File: config.mk
export PLATFORM = sky130hd
export DESIGN_NAME = uart_rx_deserializer
export DESIGN_NICKNAME = d
export VERILOG_FILES = /design/src/rtl/uart_pkg.sv /design/src/rtl/uart_baud_tick.sv /design/src/rtl/uart_rx_deserializer.sv
export SDC_FILE = /design/constraint.sdc
export NUM_CORES = 1
export LEC_CHECK = 0
export CELL_PAD_IN_SITES_DETAIL_PLACEMENT = 0
export CELL_PAD_IN_SITES_GLOBAL_PLACEMENT = 2
export CORE_AREA = 2 2 75 77
export DETAILED_ROUTE_END_ITERATION = 6
export DIE_AREA = 0 0 77 79
export GPL_TIMING_DRIVEN = 0
export PLACE_DENSITY_LB_ADDON = 0.15
export SETUP_SLACK_MARGIN = 0.2
export SLEW_MARGIN = 10
export SYNTH_ARGS = -nofsm -noshare
export SYNTH_HDL_FRONTEND = slang
export SYNTH_SLANG_ARGS = --single-unit
File: constraint.sdc
create_clock -name pClk -period 2.3 [get_ports pClk]
set_input_delay 0.46 -clock pClk [delete_from_list [all_inputs] [get_ports pClk]]
set_output_delay 0.46 -clock pClk [all_outputs]
set_load 0.02 [all_outputs]
File: src/rtl/uart_pkg.sv
// Shared UART definitions: receiver FSM encoding, default line settings and
// the oversampling divisor used by both the receiver and the transmitter.
package uart_pkg;

    localparam int unsigned DEF_CLK_FREQ  = 100_000_000;
    localparam int unsigned DEF_BAUD      = 9600;
    localparam int unsigned DEF_OVERSAMPLE = 16;

    typedef enum logic [1:0] {
        IDLE  = 2'd0,
        START = 2'd1,
        DATA  = 2'd2,
        STOP  = 2'd3
    } rx_state_t;

    // Clocks per oversample tick; integer truncation (651 at the defaults).
    function automatic int unsigned baud_div(input int unsigned clk_freq,
                                             input int unsigned baud,
                                             input int unsigned oversample);
        return clk_freq / (baud * oversample);
    endfunction

endpackage

File: src/rtl/uart_baud_tick.sv
// Free-running oversample tick generator: one-cycle pulse every DIV clocks.
// Never realigned to line activity, so it is shareable between RX and TX.
module uart_baud_tick
    import uart_pkg::*;
#(
    parameter int unsigned CLK_FREQ   = DEF_CLK_FREQ,
    parameter int unsigned BAUD       = DEF_BAUD,
    parameter int unsigned OVERSAMPLE = DEF_OVERSAMPLE
) (
    input  logic pClk,
    input  logic pReset,
    output logic tick
);

    localparam int unsigned DIV = baud_div(CLK_FREQ, BAUD, OVERSAMPLE);
    localparam int unsigned CW  = (DIV > 1) ? $clog2(DIV) : 1;
    localparam logic [CW-1:0] LAST = CW'(DIV - 1);

    logic [CW-1:0] cnt;

    always_ff @(posedge pClk) begin
        if (pReset) begin
            cnt <= '0;
        end else if (cnt == LAST) begin
            cnt <= '0;
        end else begin
            cnt <= cnt + CW'(1);
        end
    end

    assign tick = (cnt == LAST);

endmodule

File: src/rtl/uart_rx_deserializer.sv
// UART receive front end: RxD synchronizer, 16x-oversampled 8N1 frame
// recovery and a one-entry holding register with frame-error/overrun flags.
module uart_rx_deserializer
    import uart_pkg::*;
#(
    parameter int unsigned CLK_FREQ   = DEF_CLK_FREQ,
    parameter int unsigned BAUD       = DEF_BAUD,
    parameter int unsigned OVERSAMPLE = DEF_OVERSAMPLE
) (
    input  logic       pClk,
    input  logic       pReset,
    input  logic       RxD,
    input  logic       rd_ack,
    output logic [7:0] rx_data,
    output logic       rx_valid,
    output logic       rx_ferr,
    output logic       rx_overrun,
    output logic       rx_busy,
    output rx_state_t  fsm_state
);

    logic      tick;
    logic      rx_meta, rx_s;
    rx_state_t state, state_nxt;
    logic [3:0] scnt, scnt_nxt;
    logic [2:0] bcnt, bcnt_nxt;
    logic [7:0] shreg, shreg_nxt;
    logic       done;

    uart_baud_tick #(
        .CLK_FREQ   (CLK_FREQ),
        .BAUD       (BAUD),
        .OVERSAMPLE (OVERSAMPLE)
    ) u_tick (
        .pClk   (pClk),
        .pReset (pReset),
        .tick   (tick)
    );

    // Both stages reset to the idle line level so reset never fakes a start.
    always_ff @(posedge pClk) begin
        if (pReset) begin
            rx_meta <= 1'b1;
            rx_s    <= 1'b1;
        end else begin
            rx_meta <= RxD;
            rx_s    <= rx_meta;
        end
    end

    always_ff @(posedge pClk) begin
        if (pReset) begin
            state <= IDLE;
            scnt  <= '0;
            bcnt  <= '0;
            shreg <= '0;
        end else begin
            state <= state_nxt;
            scnt  <= scnt_nxt;
            bcnt  <= bcnt_nxt;
            shreg <= shreg_nxt;
        end
    end

    always_comb begin
        state_nxt = state;
        scnt_nxt  = scnt;
        bcnt_nxt  = bcnt;
        shreg_nxt = shreg;
        done      = 1'b0;
        if (tick) begin
            case (state)
                IDLE: begin
                    if (!rx_s) begin
                        state_nxt = START;
                        scnt_nxt  = '0;
                    end
                end
                START: begin
                    if (scnt == 4'd7) begin
                        scnt_nxt  = '0;
                        bcnt_nxt  = '0;
                        state_nxt = rx_s ? IDLE : DATA;
                    end else begin
                        scnt_nxt = scnt + 4'd1;
                    end
                end
                DATA: begin
                    scnt_nxt = scnt + 4'd1;
                    if (scnt == 4'd15) begin
                        shreg_nxt = {rx_s, shreg[7:1]};
                        bcnt_nxt  = bcnt + 3'd1;
                        if (bcnt == 3'd7) begin
                            state_nxt = STOP;
                        end
                    end
                end
                STOP: begin
                    scnt_nxt = scnt + 4'd1;
                    // Leave at the stop midpoint so a back-to-back start is caught.
                    if (scnt == 4'd15) begin
                        done      = 1'b1;
                        state_nxt = IDLE;
                    end
                end
                default: state_nxt = IDLE;
            endcase
        end
    end

    always_ff @(posedge pClk) begin
        if (pReset) begin
            rx_data    <= '0;
            rx_valid   <= 1'b0;
            rx_ferr    <= 1'b0;
            rx_overrun <= 1'b0;
        end else if (done) begin
            if (!rx_valid || rd_ack) begin
                rx_data    <= shreg;
                rx_valid   <= 1'b1;
                rx_ferr    <= ~rx_s;
                rx_overrun <= 1'b0;
            end else begin
                rx_overrun <= 1'b1;
            end
        end else if (rd_ack) begin
            rx_valid   <= 1'b0;
            rx_ferr    <= 1'b0;
            rx_overrun <= 1'b0;
        end
    end

    assign rx_busy   = (state != IDLE);
    assign fsm_state = state;

endmodule

Figure 1. PDN straps and rails (run 1).
Drawn at 4 px/µm. Pins as bars on the die edge.
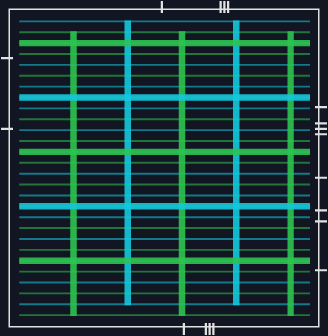
- green: VSS
- cyan: VDD
- rows: 27
- met1 rails: 28
- signal pins: 18
- met5 straps: 5
- met4 straps: 5

Figure 2. Cell classes on the final placement (run 1).
Drawn at 4 px/µm. Fill, decap, tap and diode cells in grey.
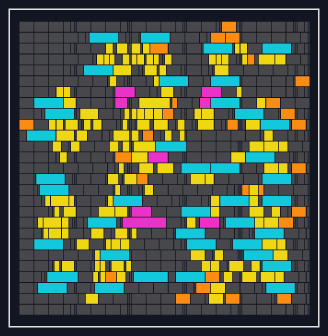
- cyan: sequential cells (cells 40)
- magenta: clock drivers and dummy loads (cells 8)
- yellow: combinational and other logic (cells 138)
- orange: remaining buffers and delay cells (cells 27)
core area: 5340 µm²
FP Rows: 27
final core occ: 41.4%

Figure 3. Clock distribution (run 1).
Drawn at 8 px/µm.
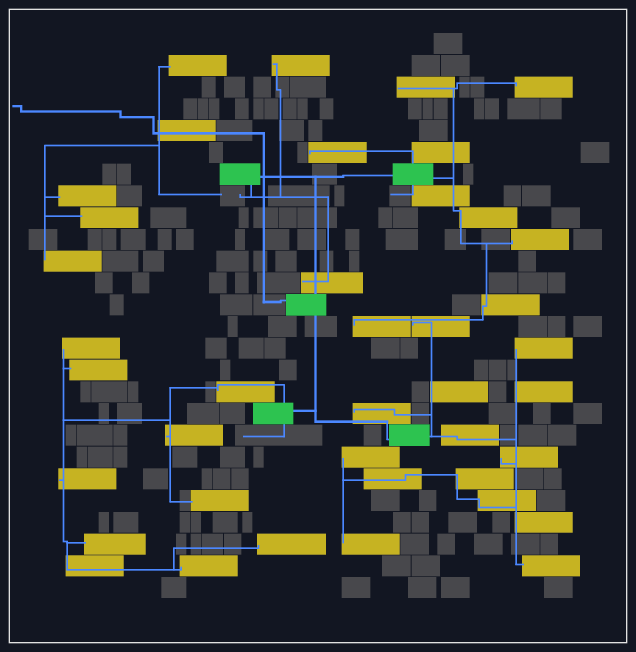
- yellow: flip-flops (count 40)
- green: clock drivers (count 5)
- blue: clock wires (length 558 µm)
- flops lie: all over the die
- routed clock nets: 6
later-pin clock latency in the skew report: 290 ps
clock network power: 596 µW
Fin Clk Skew: 5.08 ps
proportion of power drawn by the clock network: 44.4%

==> flow_summary.yaml, run 1 <==
# flow metrics
run_status:
  status: "complete, no violations"
timing:
  timing.final.hold_violations: 0
  final_period_minus_worst_setup_slack_ps: 2030
  rsz0062_at_grt: "no"
  min_period_over_period_pct: 88.4
  timing.hold.ws_ps: 418
  fmax_mhz: 492
  slew_viol_final: 0
  finalSetupViolations: 0
  tns_ps: 0
  tightestPinTransition_ps: 559
  finalWorstSetupSlack_ps: 267
  timing.max_slew.rel_slack_pct: 62.4
logic_synthesis:
  synthSimpleGateAreaFrac_pct: 25.4
  synth_top_flop_cell: "dfxtp_1"
  xor_area_share_pct: 4.54
  logic_family: "simple AND/OR/NAND/NOR gates"
  synth_area_per_cell_um2: 9.39
  synth_sequential_area_ratio_pct: 46.1
  mux_area_share_pct: 10.4
  synthAdderAreaFrac_pct: 3.60
  ys_types: 32
  number_of_enable_type_register_cells_in_the_synthesized_netlist: 0
  postSynthNetCount: 194
  mappedNetlistArea_um2: 1740
  synth_async_sr_flop_share_pct: 0
  yosys_register_bits: 40
  yosys_warnings: 0
  compound_cell_area_share_of_the_yosys_netlist_pct: 7.35
  number_of_instances_in_the_synthesized_netlist: 185
  synth_stat.cells: 185
  ys_area_um2: 1740
drt:
  detailroute.wirelength.met3_um: 98
  drt-vias-per-instance: 4.86
  highest_signal_layer: "met4"
  detail_route.wl_per_cell_um: 13.6
  m1_wl_um: 1760
  route.detailed.drc: 0
  wl_met2_um: 1970
  route.vias.total: 1386
  drt_iter0_markers: 46
  routed_wl_um: 3880
  postRouteAntennaNets: 0
  drt_first_pass_iters: 4
clock_tree:
  cts.reportedPaths.clkPinSlew_ps: 90
  cts_tree: "built"
  cts-hold-fix-buffers: 0
  max-clock-path-buffers: 2
  cts-htree-levels: 2
  cts.sink_count: 40
  cts-buffers-inserted: 5
  ctsRootBufferMaster: "clkbuf_8"
  ctsResizeCount: 7
  cts.repair_timing.setup_buffer_count: 2
worst_setup_path:
  critical_path.reg2reg.startpoint: "u_tick.cnt[5]"
  critPathLaunchType: "flop"
  crit_fanout: 9
  timing_worst_setup_path_type: "flop to flop"
  data_arrival_critical_path_ps: 2220
  setup_slack_on_the_worst_flop_to_flop_path_ps: 270
  critical_path.reg2reg.endpoint: "rx_ferr"
  worstSetupEndpoint: "rx_ferr"
  timing.critical_path.from: "u_tick.cnt[5]"
  worstSetupEndpointType: "flop"
  worst_ep_required_time_ps: 2490
  worstRegToRegCells: 6
layout:
  final_layout_size_suffix_gt1_share_pct: 15.5
  finish.instance_area_um2: 2210
  diodes: 0
  design.final.nets: 221
  syn_to_final_growth_pct: 27.2
  flop_area_um2: 807
  fillCellCount: 544
  final_cell_count_no_fill: 285
  comb_area_um2: 942
global_routing:
  grtUsageMet3_pct: 3.41
  grt-busiest-layer: "met2"
  globalRouteMet2Util_pct: 25.0
  number_of_antenna_violations_at_the_first_check_in_global_routing: 0
  grtUsageMet1_pct: 16.3
  grt_use_total_pct: 13.9
  grt_pass1_wl_um: 6770
  pin_count_of_the_biggest_net_entering_global_routing: 15
  grt.overflow.total: 0
  first_global_vias: 1399
job:
  drv_cap: 0
  tool_warnings: 28
power_and_ir_drop:
  leakage_uw: 0.000895
  vdd.ir_drop.worst_mv: 0.328
  power_per_cell_area_nw_per_um2: 607
  finalPower_uw: 1340
place:
  placedCellCount: 274
  gp_congestion: 0.739
  port_buffers: 17
  detailed_place_hpwl_um: 2790
  place_worst_setup_slack_ps: -95.3
  cell_area_reported_after_detailed_placement_um2: 2000
floorplan:
  initCoreUtil_pct: 32.5
  die_area_um2: 6080
  die_y_size_um: 79
  die_width_um: 77
  ioPinCount: 18
min_path:
  hold_end: "rx_s"
  min-delay-start: "rx_meta"
  holdPathStages: 1
  type_of_the_tightest_min_delay_check: "flop to flop"
[run 1: cell usage after synthesis, types with 5 or more instances]
master	instances	area (µm²)
dfxtp_1	40	801
nor2_1	19	71.3
mux2i_1	17	170
nand2b_1	17	106
a21oi_1	12	60.1
nand2_1	8	30.0
o21ai_0	8	40.0
nand3_1	7	35.0
ha_1	5	62.6
nand4_1	5	31.3
xor2_1	5	43.8
[run 1: state kept, by name, summed over array words and instances, names as in the netlist, named ones only]
name        flops
bcnt            3
fsm_state       1
rx_ferr         1
scnt            4
rx_overrun      1
shreg           8
u_tick.cnt     10
rx_meta         1
rx_s            1
rx_data         8
rx_valid        1
[run 1: worst max-delay path, cell delays in order (launching register included)]
cell	delay (ps)
dfxtp_4	360
or4_4	530
buf_6	150
nor4_4	230
o21ai_0	130
buf_2	230
mux2_2	290
[run 1: cells in the final DEF, fill, tap and decap left out, types with 4 or more instances in the layout]
cell type / n
nand2_1: 8
a21oi_1: 11
ha_1: 5
dfxtp_1: 37
xor2_1: 5
inv_1: 4
buf_4: 4
o21ai_0: 5
nor2_1: 18
clkbuf_8: 5
mux2i_1: 17
nand4_1: 5
nand2b_1: 17
nand3_1: 6
xnor2_1: 4
clkdlybuf4s50_1: 16
[run 1: power breakdown]
| group | internal (µW) | leakage (µW) | switching (µW) | total [µW] |
|---|---|---|---|---|
| logic | 21.0 | 0.000515 | 20.6 | 41.5 |
| clock network | 327 | 0.0000548 | 269 | 596 |
| registers | 697 | 0.000325 | 6.43 | 703 |
| total | 1040 | 0.000895 | 296 | 1340 |
[run 1: layout make-up]
type,count,share of cell area [%]
Clock buffer,5,3.12
Tap cell,72,4.08
Timing Repair Buffer,21,9.18
Sequential cell,40,36.5
Multi-Input combinational cell,134,42.7
Clock inverter,3,2.10
Inverter,4,0.680
Buffer,6,1.64
==> run 2: changes to the inputs <==
- CORE_AREA: 2 2 75 77 -> 2 2 73 75
- CTS_BUF_LIST: not set -> sky130_fd_sc_hd__clkbuf_8
- DIE_AREA: 0 0 77 79 -> 0 0 75 77
==> flow_summary.yaml, run 2 <==
# flow metrics
global_routing:
  pin_count_of_the_biggest_net_entering_global_routing: 13
  grt_pass1_wl_um: 6410
  grt_use_total_pct: 14.4
  first_global_vias: 1408
timing:
  min_period_over_period_pct: 87.9
  tightestPinTransition_ps: 589
  slew_viol_final: 0
  tns_ps: 0
  finalWorstSetupSlack_ps: 278
  timing.max_slew.rel_slack_pct: 60.4
  finalSetupViolations: 0
min_path:
  holdPathStages: 1
drt:
  drt-vias-per-instance: 4.90
  drt_iter0_markers: 71
  route.vias.total: 1372
  routed_wl_um: 3620
  postRouteAntennaNets: 0
place:
  port_buffers: 17
  placedCellCount: 272
  detailed_place_hpwl_um: 2650
layout:
  final_cell_count_no_fill: 280
  final_layout_top_logic_cells: "37 x dfxtp_1, 18 x nor2_1, 17 x nand2b_1, 17 x mux2i_1, 16 x clkdlybuf4s50_1"
  syn_to_final_growth_pct: 25.4
  final_core_occ_pct: 43.8
  final_common_cell: "dfxtp_1"
  final_layout_size_suffix_gt1_share_pct: 11.9
  max_flop_register: "u_tick.cnt"
  design.final.nets: 219
  finish.instance_area_um2: 2180
worst_setup_path:
  timing_worst_setup_path_type: "flop to flop"
  timing.critical_path.slowest_cell_delay_ps: 530
  crit_fanout: 6
  setup_slack_on_the_worst_flop_to_flop_path_ps: 280
  timing.critical_path.from: "u_tick.cnt[5]"
  cpLargestDelayFamily: "simple AND/OR/NAND/NOR gates"
  data_arrival_critical_path_ps: 2250
  critPathLaunchType: "flop"
power_and_ir_drop:
  power_per_cell_area_nw_per_um2: 646
  vdd.ir_drop.worst_mv: 0.261
  p_seq_share_pct: 50.1
  power.share.combinational_pct: 2.8
run_status:
  status: "complete, no violations"
floorplan:
  die_width_um: 75
  ioPinCount: 18
  die_area_um2: 5780
job:
  tool_warnings: 28
clock_tree:
  cts.reportedPaths.clkPinSlew_ps: 70
  cts_tree: "built"
  ctsRootBufferMaster: "clkbuf_8"
  clk_latency_ps: 290
  cts-hold-fix-buffers: 0
logic_synthesis:
  mappedNetlistArea_um2: 1740
  synth_async_sr_flop_share_pct: 0
  most_instantiated_cells_after_synthesis: "40 x dfxtp_1, 19 x nor2_1, 17 x mux2i_1, 17 x nand2b_1, 12 x a21oi_1"
  ys_area_um2: 1740
  postSynthNetCount: 194
  synth_stat.cells: 185
  top_cell: "dfxtp_1"
  synth_sequential_area_ratio_pct: 46.1
  number_of_instances_in_the_synthesized_netlist: 185
  yosys_warnings: 0
  ys_top_cells_by_area: "dfxtp_1 46%, mux2i_1 9.8%, nand2b_1 6.1%"
  number_of_enable_type_register_cells_in_the_synthesized_netlist: 0
-- run 2: cell counts after synthesis --
No cell type changed its count.
-- run 2: layout make-up --
type | count | area, µm²
inverter | 4 | 15.0
clock inverter | 2 | 60.1
multi-input combinational | 134 | 922
fill | 505 | 2800
tap | 70 | 87.6
buffer | 6 | 36.3
timing repair buffer | 19 | 184
clock buffer | 5 | 68.8
sequential | 40 | 805
-- run 2: layer usage --
layer | GRT usage, % | up-vias | share of wire [%]
met5 | 0 | - | 0
met4 | 4.82 | 0 | 1.1
met3 | 4.34 | 4 | 2.7
met2 | 23.1 | 15 | 49
met1 | 18.0 | 657 | 47
li1 | - | 696 | -
-- run 2: kinds of logic (layout without fill, tap and decap cells) --
| group | count (synthesis) | after routing | share of synthesized area [%] |
|---|---|---|---|
| adders and majority gates | 5 | 5 | 3.60 |
| buffers and inverters | 11 | 36 | 2.59 |
| DFF | 40 | 40 | 46.1 |
| AOI/OAI and AO/OA | 23 | 23 | 7.35 |
| and+or+nand+nor | 79 | 79 | 25.4 |
| muxes | 18 | 18 | 10.4 |
| xor gates and xnor gates | 9 | 9 | 4.54 |
-- run 2: worst max path at each step --
stage | to | slack, ps | cells past startpoint
after floorplan | flop | 260 | 5
after global placement | fsm_state[0] | -30 | 5
after detailed placement | fsm_state[0] | -90 | 5
after CTS | fsm_state[0] | 90 | 5
after global routing | flop | 200 | 5
final | flop | 280 | 5
-- run 2: power by group through the flow --
stage	Sequential, µW	Combinational, µW	Clock [µW]
2_1_floorplan	719	24.1	0
3_3_place_gp	720	36.1	0
3_5_place_dp	721	36.9	0
4_1_cts	705	37.1	689
5_1_grt	706	43.7	714
6_report	705	39.1	663
-- run 2: what timing repair did --
action                     CTS  global route
setup buffers                2             0
pin swaps                    1             1
resized                      9             9
setup endpoints to repair   33            17
cloned                       0             0
Figure 4. Clock distribution (run 2).
Drawn at 8 px/µm.
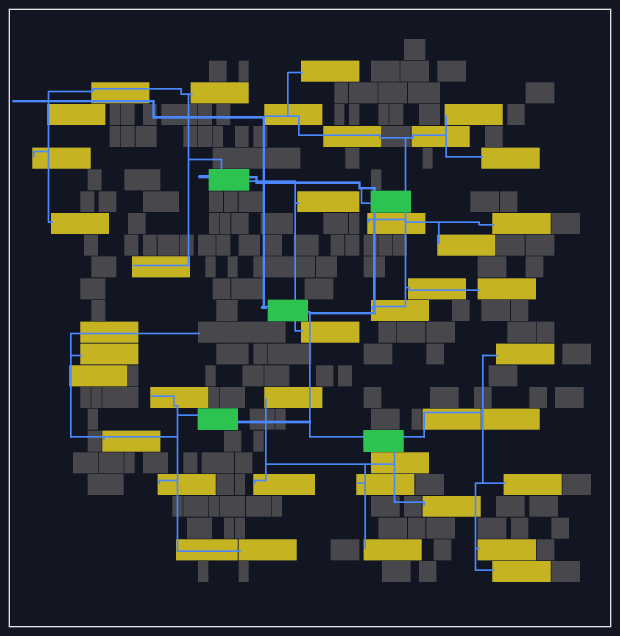
- blue: clock wires (length 531 µm)
- green: clock drivers (count 5)
- yellow: flip-flops (count 40)
- routed clock nets: 6
- flops lie: all over the die
Fin Clk Skew: 5.58 ps
clock network power: 663 µW
proportion of power drawn by the clock network: 47.1%

Figure 5. PDN straps and rails (run 2).
Drawn at 4 px/µm. Pins as bars on the die edge.
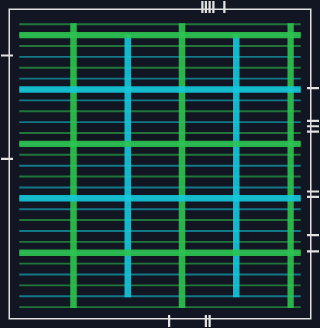
- green: VSS
- cyan: VDD
- met5 straps: 5
- met4 straps: 5
- met1 rails: 27
- rows: 26

Figure 6. Cell outlines without signal wires (run 2).
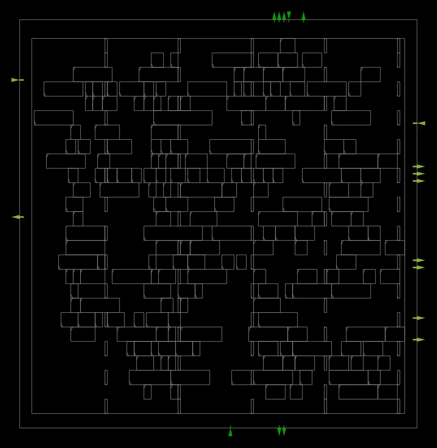
FP Rows: 26
Tap Cells: 70
count of fill cells added during filler insertion: 505

==> run 3: changes to the inputs <==
- CAP_MARGIN: not set -> 20
==> flow_summary.yaml, run 3 <==
# flow metrics
logic_synthesis:
  synth_async_sr_flop_share_pct: 0
  ys_area_um2: 1740
  number_of_enable_type_register_cells_in_the_synthesized_netlist: 0
  synth_stat.cells: 185
  top_cell: "dfxtp_1"
  synth_area_per_cell_um2: 9.39
  synth_sequential_area_ratio_pct: 46.1
  yosys.area.top_type_share_pct: 46.1
  ys_top_cells_by_area: "dfxtp_1 46%, mux2i_1 9.8%, nand2b_1 6.1%"
  mappedNetlistArea_um2: 1740
  yosys_register_bits: 40
  most_instantiated_cells_after_synthesis: "40 x dfxtp_1, 19 x nor2_1, 17 x mux2i_1, 17 x nand2b_1, 12 x a21oi_1"
  netlist.top_cell.by_area: "dfxtp_1"
  ys_types: 32
  number_of_instances_in_the_synthesized_netlist: 185
  yosys_warnings: 0
  postSynthNetCount: 194
layout:
  syn_to_final_growth_pct: 25.4
  final_layout_top_logic_cells: "37 x dfxtp_1, 18 x nor2_1, 17 x nand2b_1, 17 x mux2i_1, 16 x clkdlybuf4s50_1"
  design.final.nets: 219
  final_layout_size_suffix_gt1_share_pct: 11.9
  diodes: 0
  largest_reg_flops: 10
  max_flop_register: "u_tick.cnt"
  final_common_cell: "dfxtp_1"
  fillCellCount: 505
global_routing:
  first_global_vias: 1408
  grt.overflow.total: 0
  grt_pass1_wl_um: 6410
  pin_count_of_the_biggest_net_entering_global_routing: 13
  number_of_antenna_violations_at_the_first_check_in_global_routing: 0
  grt_use_total_pct: 14.4
timing:
  tightestPinTransition_ps: 589
  slew_viol_final: 0
  finalWorstSetupSlack_ps: 278
  clock_skew_ps: 5.58
  tns_ps: 0
  min_period_over_period_pct: 87.9
  rsz0062_at_grt: "no"
  finalSetupViolations: 0
  timing.max_slew.rel_slack_pct: 60.4
  final_period_minus_worst_setup_slack_ps: 2020
  fmax_mhz: 494
floorplan:
  std_cell_rows: 26
  ioPinCount: 18
  die_y_size_um: 77
  initCoreUtil_pct: 34.9
clock_tree:
  cts_tree: "built"
  max-clock-path-buffers: 2
  clk_latency_ps: 290
  ctsRootBufferMaster: "clkbuf_8"
  cts.sink_count: 40
  cts-buffers-inserted: 5
power_and_ir_drop:
  finalPower_uw: 1410
  vdd.ir_drop.worst_mv: 0.261
drt:
  wl_met2_um: 1780
  drt_first_pass_iters: 4
  route.detailed.drc: 0
  postRouteAntennaNets: 0
  routed_wl_um: 3620
  drt-vias-per-instance: 4.90
  drt_iter0_markers: 71
  detail_route.wl_per_cell_um: 12.9
place:
  port_buffers: 17
  gp_congestion: 0.800
  cell_area_reported_after_detailed_placement_um2: 1990
  detailed_place_hpwl_um: 2650
  placedCellCount: 272
  place_worst_setup_slack_ps: -93.7
worst_setup_path:
  worst_ep_required_time_ps: 2520
  timing.critical_path.from: "u_tick.cnt[5]"
  data_arrival_critical_path_ps: 2250
  timing_worst_setup_path_type: "flop to flop"
  critical_path.reg2reg.startpoint: "u_tick.cnt[5]"
  critPathLaunchType: "flop"
  crit_fanout: 6
job:
  drv_cap: 0
  tool_warnings: 28
min_path:
  min-delay-start: "rx_meta"
  type_of_the_tightest_min_delay_check: "flop to flop"
run_status:
  status: "complete, no violations"
## run 3: cell counts after synthesis
No cell type changed its count.
## run 3: layer usage
metal	vias to the layer above	track usage, %
met2	15	23.1
met5	-	0
met3	4	4.34
met4	0	4.82
met1	657	18.0
li1	696	-
## run 3: critical path: stages, from the launching register on
cell,delay [ps]
dfxtp_2,350
or4_4,530
buf_6,150
a2111o_1,320
or4_1,470
a21oi_1,140
## run 3: final timing paths
kind                to  slack [ps]  cells past startpoint
setup reg to reg  flop         280                      5
hold reg to reg   rx_s         410                      1
hold / removal    rx_s         410                      1
setup / recovery  flop         280                      5
## run 3: power breakdown
group          internal [µW]  total, µW  switching, µW
sequential               698        705           6.80
clock                    427        663            236
combinational           19.8       39.1           19.3
total                   1140       1410            262
## run 3: area by class of cell
class,count,area (µm²),share of cell area (%)
sequential,40,805,36.9
inverter,4,15.0,0.689
buffer,6,36.3,1.67
clock buffer,5,68.8,3.16
multi-input combinational,134,922,42.3
tap,70,87.6,4.02
clock inverter,2,60.1,2.76
timing repair buffer,19,184,8.44
## run 3: repair_timing
action | in CTS | in global routing
endpoints found under the setup margin | 33 | 17
buffers inserted | 2 | 0
pin swaps | 1 | 1
resized | 9 | 9
## run 3: kinds of logic after synthesis
group / synth area share [%]
fa+ha+maj: 3.60
buf+inv: 2.59
simple gates: 25.4
mux: 10.4
flops: 46.1
compound gates: 7.35
xor+xnor: 4.54
Figure 7. Clock distribution (run 3).
Drawn at 8 px/µm.
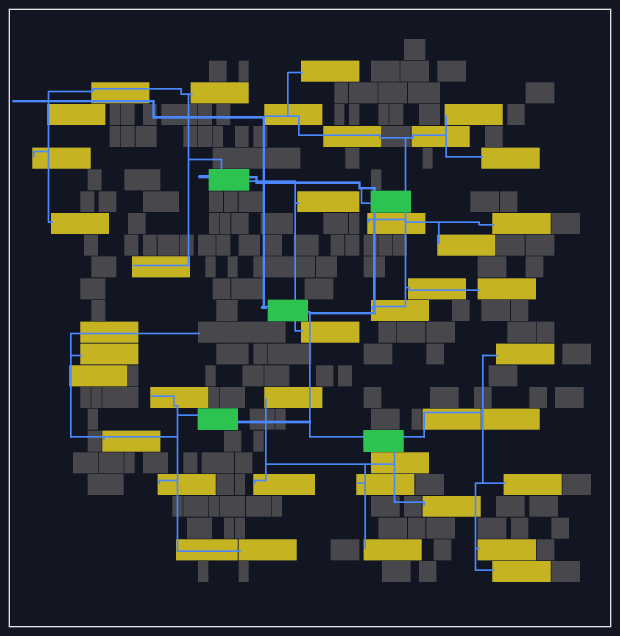
- blue: clock wires (length 531 µm)
- yellow: flip-flops (count 40)
- green: clock drivers (count 5)
- routed clock nets: 6
- flops lie: all over the die

Figure 8. Cell classes on the final placement (run 3).
Drawn at 4 px/µm. Fill, decap, tap and diode cells in grey.
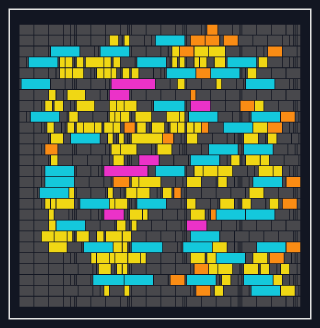
- magenta: clock drivers and dummy loads (cells 7)
- orange: remaining buffers and delay cells (cells 25)
- cyan: sequential cells (cells 40)
- yellow: combinational and other logic (cells 138)
final std cell area, no fill: 2180 µm²
core area: 4980 µm²
fraction of area in registers: 36.9%
final core occ: 43.8%

Figure 9. Cell outlines without signal wires (run 3).
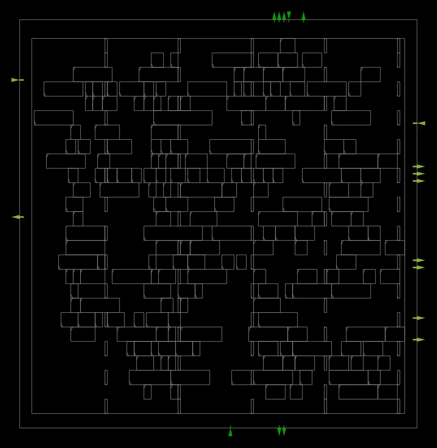
flip-flop and latch count: 40
final standard cell count with taps included and fillers excluded: 280

No activity file was given, so power comes from the tool's default toggle rates.
